**src/rtl/rs_issue_sched_pkg.sv**
```systemverilog
// Shared types for the reservation-station issue scheduler: FU class, ROB/PRF
// index widths and the per-entry control record.
`ifndef ROB_IDX_W
`define ROB_IDX_W 5
`endif
`ifndef PRF_IDX_W
`define PRF_IDX_W 6
`endif

package rs_issue_sched_pkg;

  typedef enum logic {
    FU_ALU  = 1'b0,
    FU_MULT = 1'b1
  } fu_t;

  // Age is a ROB distance including the wrap bit.
  localparam int AGE_W = `ROB_IDX_W + 1;

  typedef struct packed {
    logic                  valid;
    fu_t                   fu;
    logic [`ROB_IDX_W:0]   rob_idx;
    logic [`PRF_IDX_W-1:0] src1_tag;
    logic [`PRF_IDX_W-1:0] src2_tag;
    logic                  src1_rdy;
    logic                  src2_rdy;
  } rs_ctrl_ent_t;

endpackage

```
**src/rtl/rs_issue_sched_if.sv**
```systemverilog
// Dispatch, CDB and issue signals of the RS scheduler, bundled as one interface.
// Handshake: a transfer happens on a rising clk edge where valid && ready; valid
// may drop or its idx change without a transfer, ready never depends on valid.
interface rs_issue_sched_if #(
  parameter int NUM_ENT = 8
);
  localparam int IDX_W = $clog2(NUM_ENT);

  logic                        flush;
  logic [`ROB_IDX_W:0]         rob_head;
  logic                        disp_en;
  rs_issue_sched_pkg::fu_t     disp_fu;
  logic [`ROB_IDX_W:0]         disp_rob_idx;
  logic [`PRF_IDX_W-1:0]       disp_src1_tag;
  logic [`PRF_IDX_W-1:0]       disp_src2_tag;
  logic                        disp_src1_rdy;
  logic                        disp_src2_rdy;
  logic [IDX_W-1:0]            disp_idx;
  logic                        rs_full;
  logic                        cdb_valid;
  logic [`PRF_IDX_W-1:0]       cdb_tag;
  logic                        alu_valid;
  logic                        alu_ready;
  logic [IDX_W-1:0]            alu_idx;
  logic                        mult_valid;
  logic                        mult_ready;
  logic [IDX_W-1:0]            mult_idx;

  modport master (
    output flush, rob_head, disp_en, disp_fu, disp_rob_idx,
           disp_src1_tag, disp_src2_tag, disp_src1_rdy, disp_src2_rdy,
           cdb_valid, cdb_tag, alu_ready, mult_ready,
    input  disp_idx, rs_full, alu_valid, alu_idx, mult_valid, mult_idx
  );

  modport slave (
    input  flush, rob_head, disp_en, disp_fu, disp_rob_idx,
           disp_src1_tag, disp_src2_tag, disp_src1_rdy, disp_src2_rdy,
           cdb_valid, cdb_tag, alu_ready, mult_ready,
    output disp_idx, rs_full, alu_valid, alu_idx, mult_valid, mult_idx
  );

endinterface

```
**src/rtl/rs_issue_sched_oldest_finder.sv**
```systemverilog
// Oldest-requester picker: one-hot grant to the requester with the smallest
// order value; on equal order the lower index wins.
module oldest_finder #(
  parameter int NUM_ENT = 8,
  parameter int AGE_W   = 6
) (
  input  logic                            en,
  input  logic [NUM_ENT-1:0]              req,
  input  logic [NUM_ENT-1:0][AGE_W-1:0]   order,
  output logic [NUM_ENT-1:0]              gnt,
  output logic                            req_up
);
  localparam int IDX_W = $clog2(NUM_ENT);

  logic             found;
  logic [AGE_W-1:0] best_age;
  logic [IDX_W-1:0] best_idx;

  always_comb begin
    found    = 1'b0;
    best_age = '0;
    best_idx = '0;
    gnt      = '0;
    for (int i = 0; i < NUM_ENT; i++) begin
      if (en && req[i] && (!found || order[i] < best_age)) begin
        found    = 1'b1;
        best_age = order[i];
        best_idx = IDX_W'(i);
      end
    end
    gnt[best_idx] = found;
  end

  assign req_up = en && (|req);

endmodule

```
**src/rtl/rs_issue_sched.sv**
```systemverilog
// Reservation-station issue scheduler: tracks entry valid/ready/FU state, wakes
// sources from the CDB and issues the oldest ready entry per FU class.
module rs_issue_sched
  import rs_issue_sched_pkg::*;
#(
  parameter int NUM_ENT  = 8,
  parameter int MULT_LAT = 4
) (
  input logic            clk,
  input logic            rst_n,
  rs_issue_sched_if.slave bus
);
  localparam int IDX_W  = $clog2(NUM_ENT);
  localparam int BUSY_W = $clog2(MULT_LAT + 1);
  localparam logic [BUSY_W-1:0] BUSY_LOAD = BUSY_W'(MULT_LAT - 1);

  rs_ctrl_ent_t                  ent_q [NUM_ENT];
  rs_ctrl_ent_t                  ent_d [NUM_ENT];
  logic [BUSY_W-1:0]             mult_busy_q, mult_busy_d;
  logic [NUM_ENT-1:0]            alu_req, mult_req, alu_gnt, mult_gnt;
  logic [NUM_ENT-1:0][AGE_W-1:0] age;
  logic                          alu_any, mult_any, alu_fire, mult_fire;
  logic                          disp_acc, full;
  logic [IDX_W-1:0]              free_idx, alu_enc, mult_enc;

  always_comb begin
    for (int i = 0; i < NUM_ENT; i++) begin
      age[i]      = ent_q[i].rob_idx - bus.rob_head;
      alu_req[i]  = ent_q[i].valid && ent_q[i].src1_rdy && ent_q[i].src2_rdy &&
                    (ent_q[i].fu == FU_ALU);
      mult_req[i] = ent_q[i].valid && ent_q[i].src1_rdy && ent_q[i].src2_rdy &&
                    (ent_q[i].fu == FU_MULT) && (mult_busy_q == '0);
    end
  end

  oldest_finder #(.NUM_ENT(NUM_ENT), .AGE_W(AGE_W)) u_alu_pick (
    .en(1'b1), .req(alu_req), .order(age), .gnt(alu_gnt), .req_up(alu_any)
  );

  oldest_finder #(.NUM_ENT(NUM_ENT), .AGE_W(AGE_W)) u_mult_pick (
    .en(1'b1), .req(mult_req), .order(age), .gnt(mult_gnt), .req_up(mult_any)
  );

  always_comb begin
    alu_enc  = '0;
    mult_enc = '0;
    for (int i = 0; i < NUM_ENT; i++) begin
      if (alu_gnt[i])  alu_enc  = alu_enc  | IDX_W'(i);
      if (mult_gnt[i]) mult_enc = mult_enc | IDX_W'(i);
    end
  end

  // Lowest-index free slot; scanning downward leaves the lowest one last.
  always_comb begin
    full     = 1'b1;
    free_idx = '0;
    for (int i = NUM_ENT - 1; i >= 0; i--) begin
      if (!ent_q[i].valid) begin
        full     = 1'b0;
        free_idx = IDX_W'(i);
      end
    end
  end

  assign bus.alu_valid  = alu_any && !bus.flush;
  assign bus.mult_valid = mult_any && !bus.flush;
  assign bus.alu_idx    = alu_enc;
  assign bus.mult_idx   = mult_enc;
  assign bus.disp_idx   = free_idx;
  assign bus.rs_full    = full;

  assign alu_fire  = bus.alu_valid && bus.alu_ready;
  assign mult_fire = bus.mult_valid && bus.mult_ready;
  assign disp_acc  = bus.disp_en && !full && !bus.flush;

  always_comb begin
    for (int i = 0; i < NUM_ENT; i++) begin
      ent_d[i] = ent_q[i];
      if (bus.cdb_valid && ent_q[i].valid) begin
        if (ent_q[i].src1_tag == bus.cdb_tag) ent_d[i].src1_rdy = 1'b1;
        if (ent_q[i].src2_tag == bus.cdb_tag) ent_d[i].src2_rdy = 1'b1;
      end
      if ((alu_fire && alu_gnt[i]) || (mult_fire && mult_gnt[i])) ent_d[i].valid = 1'b0;
      // A source broadcast in the dispatch cycle is captured as already ready.
      if (disp_acc && (free_idx == IDX_W'(i))) begin
        ent_d[i].valid    = 1'b1;
        ent_d[i].fu       = bus.disp_fu;
        ent_d[i].rob_idx  = bus.disp_rob_idx;
        ent_d[i].src1_tag = bus.disp_src1_tag;
        ent_d[i].src2_tag = bus.disp_src2_tag;
        ent_d[i].src1_rdy = bus.disp_src1_rdy ||
                            (bus.cdb_valid && (bus.cdb_tag == bus.disp_src1_tag));
        ent_d[i].src2_rdy = bus.disp_src2_rdy ||
                            (bus.cdb_valid && (bus.cdb_tag == bus.disp_src2_tag));
      end
      if (bus.flush) ent_d[i].valid = 1'b0;
    end
  end

  // The multiplier stays occupied across a flush, so the counter ignores it.
  always_comb begin
    mult_busy_d = mult_busy_q;
    if (mult_fire)               mult_busy_d = BUSY_LOAD;
    else if (mult_busy_q != '0)  mult_busy_d = mult_busy_q - BUSY_W'(1);
  end

  always_ff @(posedge clk or negedge rst_n) begin
    if (!rst_n) begin
      for (int i = 0; i < NUM_ENT; i++) ent_q[i] <= '0;
      mult_busy_q <= '0;
    end else begin
      ent_q       <= ent_d;
      mult_busy_q <= mult_busy_d;
    end
  end

endmodule
```
**src/flat_wrapper.sv**
```systemverilog
// flat-port wrapper written by rule: the top's interface ports become plain ports
module rs_issue_sched_flat import rs_issue_sched_pkg::*;
#(
  parameter int NUM_ENT  = 8,
  parameter int MULT_LAT = 4
)
  (clk, rst_n, bus_flush, bus_rob_head, bus_disp_en, bus_disp_fu, bus_disp_rob_idx, bus_disp_src1_tag, bus_disp_src2_tag, bus_disp_src1_rdy, bus_disp_src2_rdy, bus_cdb_valid, bus_cdb_tag, bus_alu_ready, bus_mult_ready, bus_disp_idx, bus_rs_full, bus_alu_valid, bus_alu_idx, bus_mult_valid, bus_mult_idx);
  rs_issue_sched_if #(.NUM_ENT(NUM_ENT)) bus_i ();
  input logic clk;
  input logic rst_n;
  input wire logic [$bits(bus_i.flush)-1:0] bus_flush;
  input wire logic [$bits(bus_i.rob_head)-1:0] bus_rob_head;
  input wire logic [$bits(bus_i.disp_en)-1:0] bus_disp_en;
  input wire logic [$bits(bus_i.disp_fu)-1:0] bus_disp_fu;
  input wire logic [$bits(bus_i.disp_rob_idx)-1:0] bus_disp_rob_idx;
  input wire logic [$bits(bus_i.disp_src1_tag)-1:0] bus_disp_src1_tag;
  input wire logic [$bits(bus_i.disp_src2_tag)-1:0] bus_disp_src2_tag;
  input wire logic [$bits(bus_i.disp_src1_rdy)-1:0] bus_disp_src1_rdy;
  input wire logic [$bits(bus_i.disp_src2_rdy)-1:0] bus_disp_src2_rdy;
  input wire logic [$bits(bus_i.cdb_valid)-1:0] bus_cdb_valid;
  input wire logic [$bits(bus_i.cdb_tag)-1:0] bus_cdb_tag;
  input wire logic [$bits(bus_i.alu_ready)-1:0] bus_alu_ready;
  input wire logic [$bits(bus_i.mult_ready)-1:0] bus_mult_ready;
  output wire logic [$bits(bus_i.disp_idx)-1:0] bus_disp_idx;
  output wire logic [$bits(bus_i.rs_full)-1:0] bus_rs_full;
  output wire logic [$bits(bus_i.alu_valid)-1:0] bus_alu_valid;
  output wire logic [$bits(bus_i.alu_idx)-1:0] bus_alu_idx;
  output wire logic [$bits(bus_i.mult_valid)-1:0] bus_mult_valid;
  output wire logic [$bits(bus_i.mult_idx)-1:0] bus_mult_idx;
  assign bus_i.flush = bus_flush;
  assign bus_i.rob_head = bus_rob_head;
  assign bus_i.disp_en = bus_disp_en;
  assign bus_i.disp_fu = bus_disp_fu;
  assign bus_i.disp_rob_idx = bus_disp_rob_idx;
  assign bus_i.disp_src1_tag = bus_disp_src1_tag;
  assign bus_i.disp_src2_tag = bus_disp_src2_tag;
  assign bus_i.disp_src1_rdy = bus_disp_src1_rdy;
  assign bus_i.disp_src2_rdy = bus_disp_src2_rdy;
  assign bus_i.cdb_valid = bus_cdb_valid;
  assign bus_i.cdb_tag = bus_cdb_tag;
  assign bus_i.alu_ready = bus_alu_ready;
  assign bus_i.mult_ready = bus_mult_ready;
  assign bus_disp_idx = bus_i.disp_idx;
  assign bus_rs_full = bus_i.rs_full;
  assign bus_alu_valid = bus_i.alu_valid;
  assign bus_alu_idx = bus_i.alu_idx;
  assign bus_mult_valid = bus_i.mult_valid;
  assign bus_mult_idx = bus_i.mult_idx;
  rs_issue_sched #(.NUM_ENT(NUM_ENT), .MULT_LAT(MULT_LAT)) u_core (.clk(clk), .rst_n(rst_n), .bus(bus_i));
endmodule
```
**config.mk**
```make
export PLATFORM = sky130hd
export DESIGN_NAME = rs_issue_sched_flat
export DESIGN_NICKNAME = d
export VERILOG_FILES = /design/src/rtl/rs_issue_sched_pkg.sv /design/src/rtl/rs_issue_sched_if.sv /design/src/rtl/rs_issue_sched_oldest_finder.sv /design/src/rtl/rs_issue_sched.sv /design/src/flat_wrapper.sv
export SDC_FILE = /design/constraint.sdc
export NUM_CORES = 1
export LEC_CHECK = 0
export CORE_MARGIN = 3
export CORE_UTILIZATION = 55
export DETAILED_ROUTE_END_ITERATION = 16
export DONT_BUFFER_PORTS = 1
export MAX_ROUTING_LAYER = met4
export PLACE_DENSITY = 0.85
export SETUP_SLACK_MARGIN = 0.4
export SKIP_LAST_GASP = 1
export SYNTH_ARGS = -nofsm -noshare
export SYNTH_HDL_FRONTEND = slang
export SYNTH_SLANG_ARGS = --single-unit
```
**constraint.sdc**
```tcl
create_clock -name clk -period 24.7 [get_ports clk]
set_input_delay 6.175 -clock clk [delete_from_list [all_inputs] [get_ports clk]]
set_output_delay 6.175 -clock clk [all_outputs]
set_load 0.05 [all_outputs]
```
Figure 1. The metal 1 layer.
Scale bar: 50 um. Supply wires on this layer in gray.
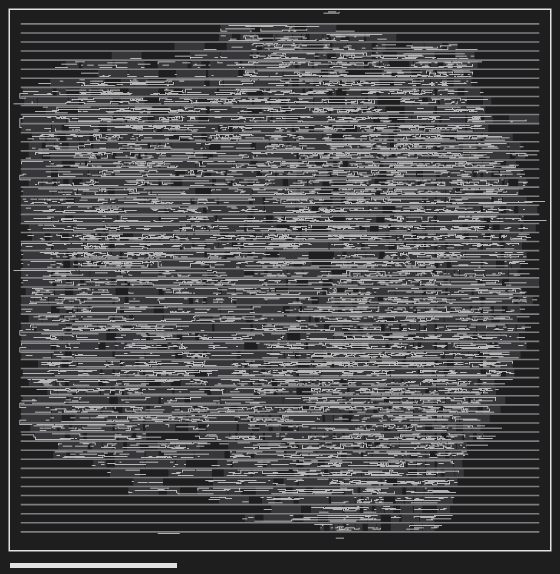
share of all routed wire: 38%
main direction: horizontal
nets with wire on the layer: 1639
longest straight run: 54.3 um
wire length on this layer: 16700 um

Figure 2. Routing congestion map.
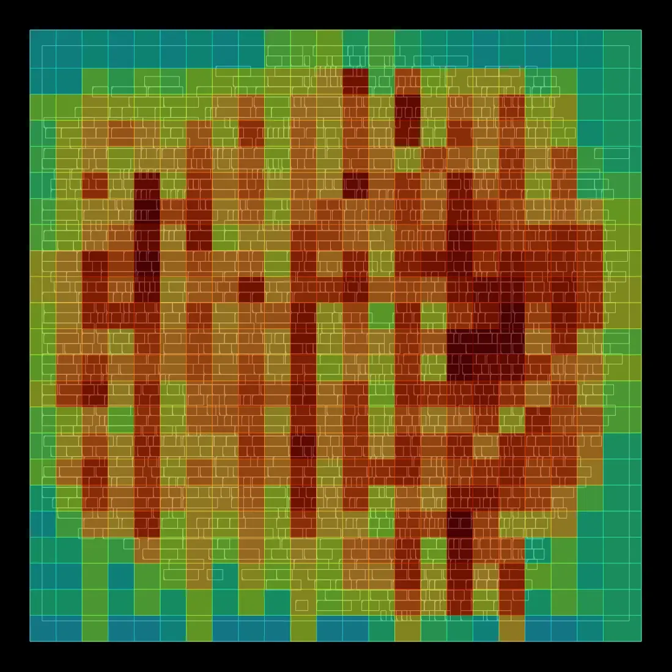
final routed wire length divided by cell count: 23.6 um
all-layer global routing usage: 32.3%
GR Util met3: 5.56%
fin util: 71.9%
met1 usage: 39.5%

==> out/metrics.json <==
{
  "synth-compound-area-share_pct": 14.2,
  "outcome": "finished, violations left",
  "io_pins": 52,
  "placement_rows": 56,
  "enable_flop_cells": 0,
  "synth-cells-yosys": 1358,
  "setup_crit_start": "bus_rob_head[1]",
  "synth.cellmix.adderShare_pct": 11.7,
  "floorplan.die.width_um": 162,
  "fp_util_pct": 56.5,
  "setup.worst_path.class": "input pin to output pin",
  "mappedNetlistNets": 1518,
  "timing_hold_violations_final": 0,
  "ys_ff": 179,
  "clock_insertion_delay_worst_skew_ns": 0.44,
  "violations_in_the_final_reports": "negative setup slack",
  "worstSetupEndpoint": "bus_alu_idx[0]",
  "crit_slowest_cell": "sky130_fd_sc_hd__o21ai_0",
  "cts_hold_buf": 0,
  "yosysTopAreaCellShare_pct": 33.5,
  "synth_cells": 1358,
  "coreArea_mm2": 0.0237,
  "ctsLongestPathBuffers": 2,
  "hold_start": "u_core.ent_q[40]",
  "antenna_violations_before_repair": 0,
  "htree_num_levels": 4,
  "cp.arrival_ns": 19.25,
  "post_route_cells_drive_above_1_share_pct": 37.8,
  "grt_pass1_vias": 12000,
  "die-area_mm2": 0.0262,
  "final_layout_top_logic_cells": "sky130_fd_sc_hd__buf_4, sky130_fd_sc_hd__dfrtp_1, sky130_fd_sc_hd__mux2_2",
  "grt_pass1_wl_mm": 64.8,
  "cts_tree": "built",
  "drtIter0Drc": 1143,
  "cts_made_buffers": 17,
  "num-nets-final": 1696,
  "antenna_left": 0,
  "post-layout-total-power_mw": 1.03,
  "timing_max_transition_violations_final": 0,
  "timing.final.setup_violations": 6,
  "area_share_of_and_or_nand_nor_cells_after_synthesis_pct": 13.7,
  "skew_ns": 0.0147,
  "crit-reg2reg-launch": "u_core.ent_q[147]",
  "final_critical_path_setup_slack_ns": -0.723,
  "setup_total_negative_slack_ns": -2.59,
  "synth_top_cell_by_count": "sky130_fd_sc_hd__dfrtp_1"
}
Figure 3. Sizing map.
Scale bar: 50 um.
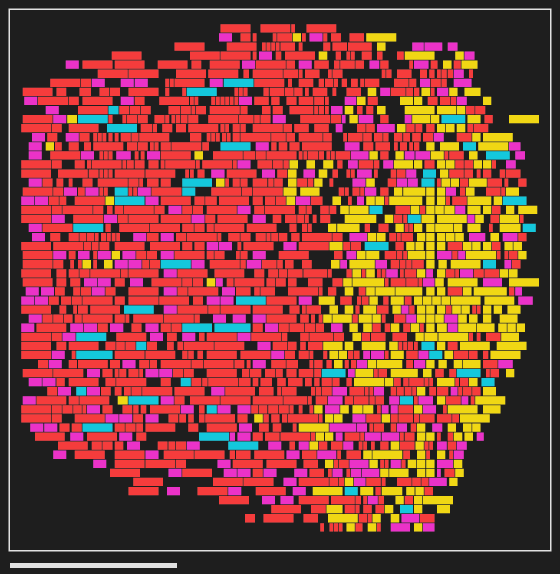
legend:
  yellow:
    size: x3 and x4
    cells: 297
    share: 19%
    most_used: buf_4
  magenta:
    size: x2
    cells: 244
    share: 16%
    most_used: mux2_2
  cyan:
    size: x6 and larger
    cells: 45
    share: 2.9%
    most_used: clkbuf_16
  red:
    size: x1 and smaller
    cells: 963
    share: 62%
    most_used: dfrtp_1

## where the power goes
| group | internal (mW) | leakage [nW] | switching [mW] |
|---|---|---|---|
| clock | 0.152 | 0.285 | 0.122 |
| combinational | 0.190 | 5.26 | 0.206 |
| sequential | 0.327 | 2.37 | 0.0281 |
## cell families after synthesis
| kind of cell | count (synthesis) |
|---|---|
| buf+inv | 117 |
| flops | 179 |
| compound gates | 275 |
| mux | 165 |
| simple gates | 356 |
| xor+xnor | 146 |
| fa+ha+maj | 120 |
## flip-flops by register name (all words and copies together) (netlist names)
signal,cells
u_core.ent_q,176
u_core.mult_busy_q,3
## timing repair
| action | in CTS | in global routing |
|---|---|---|
| resized | 36 | 110 |
| pin swaps | 33 | 84 |
| buffers inserted | 77 | 32 |
| endpoints found under the hold margin | 0 | 0 |
| setup endpoints to repair | 6 | 6 |
## through the flow
step,instances,setup slack [ns]
2_1_floorplan,1358,-0.0543
3_3_place_gp,1727,-0.168
5_1_grt,1868,-1.05
4_1_cts,1836,-0.0369
3_5_place_dp,1727,-0.379
6_report,1868,-0.723
## critical path: cells and delay by family
family / cells / cell delay, ns
AND-OR/OR-AND: 15 / 3.33
multiplexers: 1 / 0.35
buffers and inverters: 50 / 6.31
adder cells (fa/ha/maj): 5 / 1.31
AND/OR/NAND/NOR: 11 / 1.73
## per-layer routing
metal / up-vias / share of wire, % / track usage (%)
li1: 5286 / - / -
met5: - / 0 / -
met2: 674 / 48 / 53.2
met3: 219 / 8.4 / 5.56
met1: 5994 / 38 / 39.5
met4: 0 / 5.3 / 13.7
## layout make-up
type	count	area, um^2
Clock inverter	15	171
Tap cell	319	399
Sequential cell	179	4480
Clock buffer	17	425
Multi-Input combinational cell	1062	9590
Inverter	58	221
Fill cell	1566	6650
Timing Repair Buffer	218	1750
No activity file was given, so power comes from the tool's default toggle rates.
